Design card_list_ctrl, sky130hd; sources not shown.
**Selected gate families**

Bar = 20 µm.
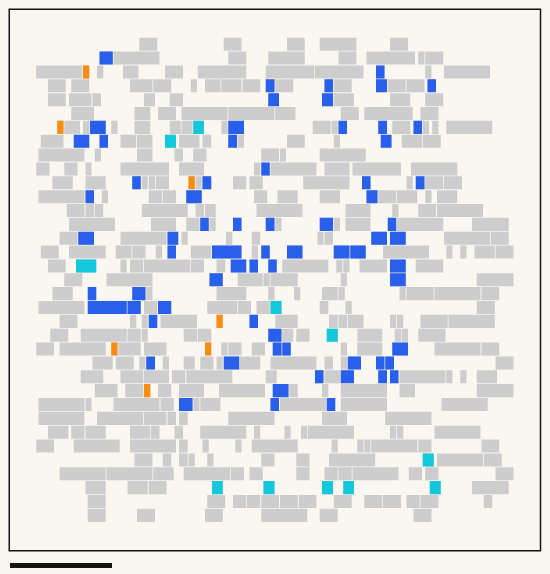
and/or cells -> cyan  # cells 11, most used and3_1
inv cells -> orange  # cells 7, most used inv_1
aoi and oai cells -> blue  # cells 70, most used a21oi_1
multi-input combinational area share: 39.9%
most frequent logic cell in the layout: dfrtp_1
Non-Filler Instances: 549

**Clock routing**

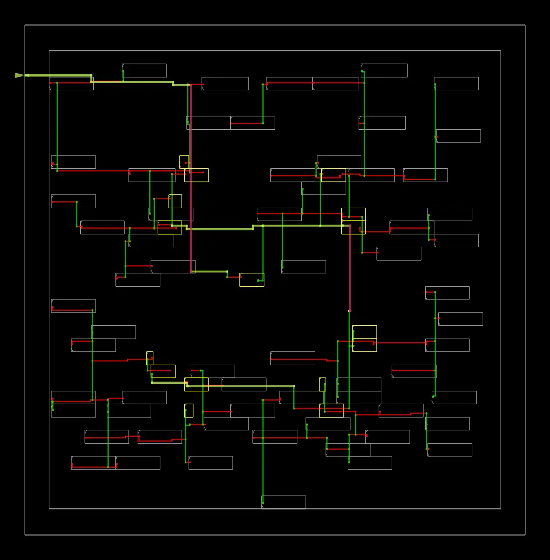
Clock Sinks: 64
flop count: 64
clk latency late pin: 0.34 ns
CTS Buf Count: 9
clk_buf instances: 13

**Sequential cells colored by netlist name**

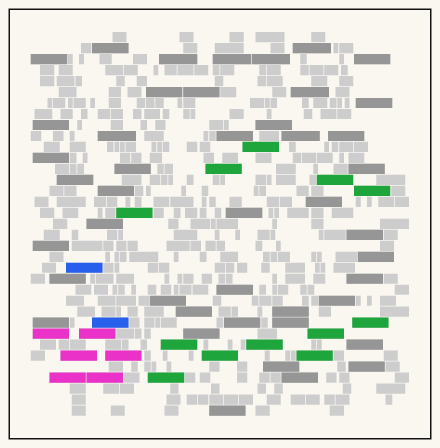
wdata_q -> green  # sequential cells 12
state -> blue  # sequential cells 2
card_q -> magenta  # sequential cells 6, where bottom left
not colored = 44
final core utilization: 52.5%
flop share of the area: 34.4%
Seq power: 0.00184 W
Sequential Area: 1610 µm²

**Pin map**

Pins as bars across the die edge, other pins in gray.
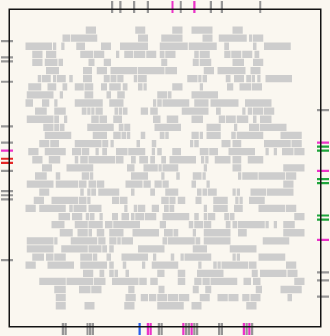
mem_wren -> blue  # pins 1, direction output, edge bottom
req_op -> red  # pins 2, direction input, edge left
mem_wdata -> magenta  # pins 12, direction output, edge 6 bottom, 3 right, 2 top, 1 left
mem_addr -> green  # pins 6, direction output, edge right
all pins by edge = 22 bottom, 14 left, 13 right, 10 top
Die Wd: 104 µm
Die Height: 106 µm
input/output buffers: 58

==> impl_metrics.env <==
# implementation run metrics
export IMPL_chip_area_um2=11000
export IMPL_nFillCells=854
export IMPL_grt_pass1_wl_um=16100
export IMPL_warnings=35
export IMPL_cap_violations=0
export IMPL_synthXorXnorAreaFrac_pct=1.21
export IMPL_avgSynthCellArea_um2=10.1
export IMPL_grt_max_degree=65
export IMPL_outcome="completed"
export IMPL_power_density_nw_per_um2=1380
export IMPL_detailed_place_area_um2=4470
export IMPL_cts_max_level=3
export IMPL_ys_sh_mux_pct=13.1
export IMPL_io_pins=59
export IMPL_finalCritPeriodShare_pct=99.1
export IMPL_p_seq_share_pct=28.3
export IMPL_signal_buffers=86
export IMPL_p_int_w=0.00354
export IMPL_gr_usage_all_layers_pct=18.7
export IMPL_met1Wirelength_um=4800
export IMPL_first_iter_violations=135
export IMPL_drc=0
export IMPL_power_leader="combinational logic"
export IMPL_top_layer="met4"
export IMPL_max_freq_ghz=0.403
export IMPL_critPathRequiredTime_ns=1.80
export IMPL_ctsResizeCount=2
export IMPL_tightest_slew_ns=0.505
export IMPL_inv_count=7
export IMPL_grt_antenna_before_repair=0
export IMPL_p_leak_nw=2.12
export IMPL_crit_family="flip-flops"
export IMPL_logic_gate_count=265
export IMPL_critical_path_arrival_ns=1.78
export IMPL_rows=35
export IMPL_cts_root_buf="clkbuf_8"
export IMPL_design_area_um2=4690
export IMPL_flop_cell="dfrtp_1"
export IMPL_top_cell="dfrtp_1"
export IMPL_comb_power_w=0.00384
export IMPL_r2r_cells=7
export IMPL_power_frac_comb_pct=59.2
export IMPL_synth_chip_area_um2=3630
Power figures rest on the tool's default switching activity, not on a simulated workload.
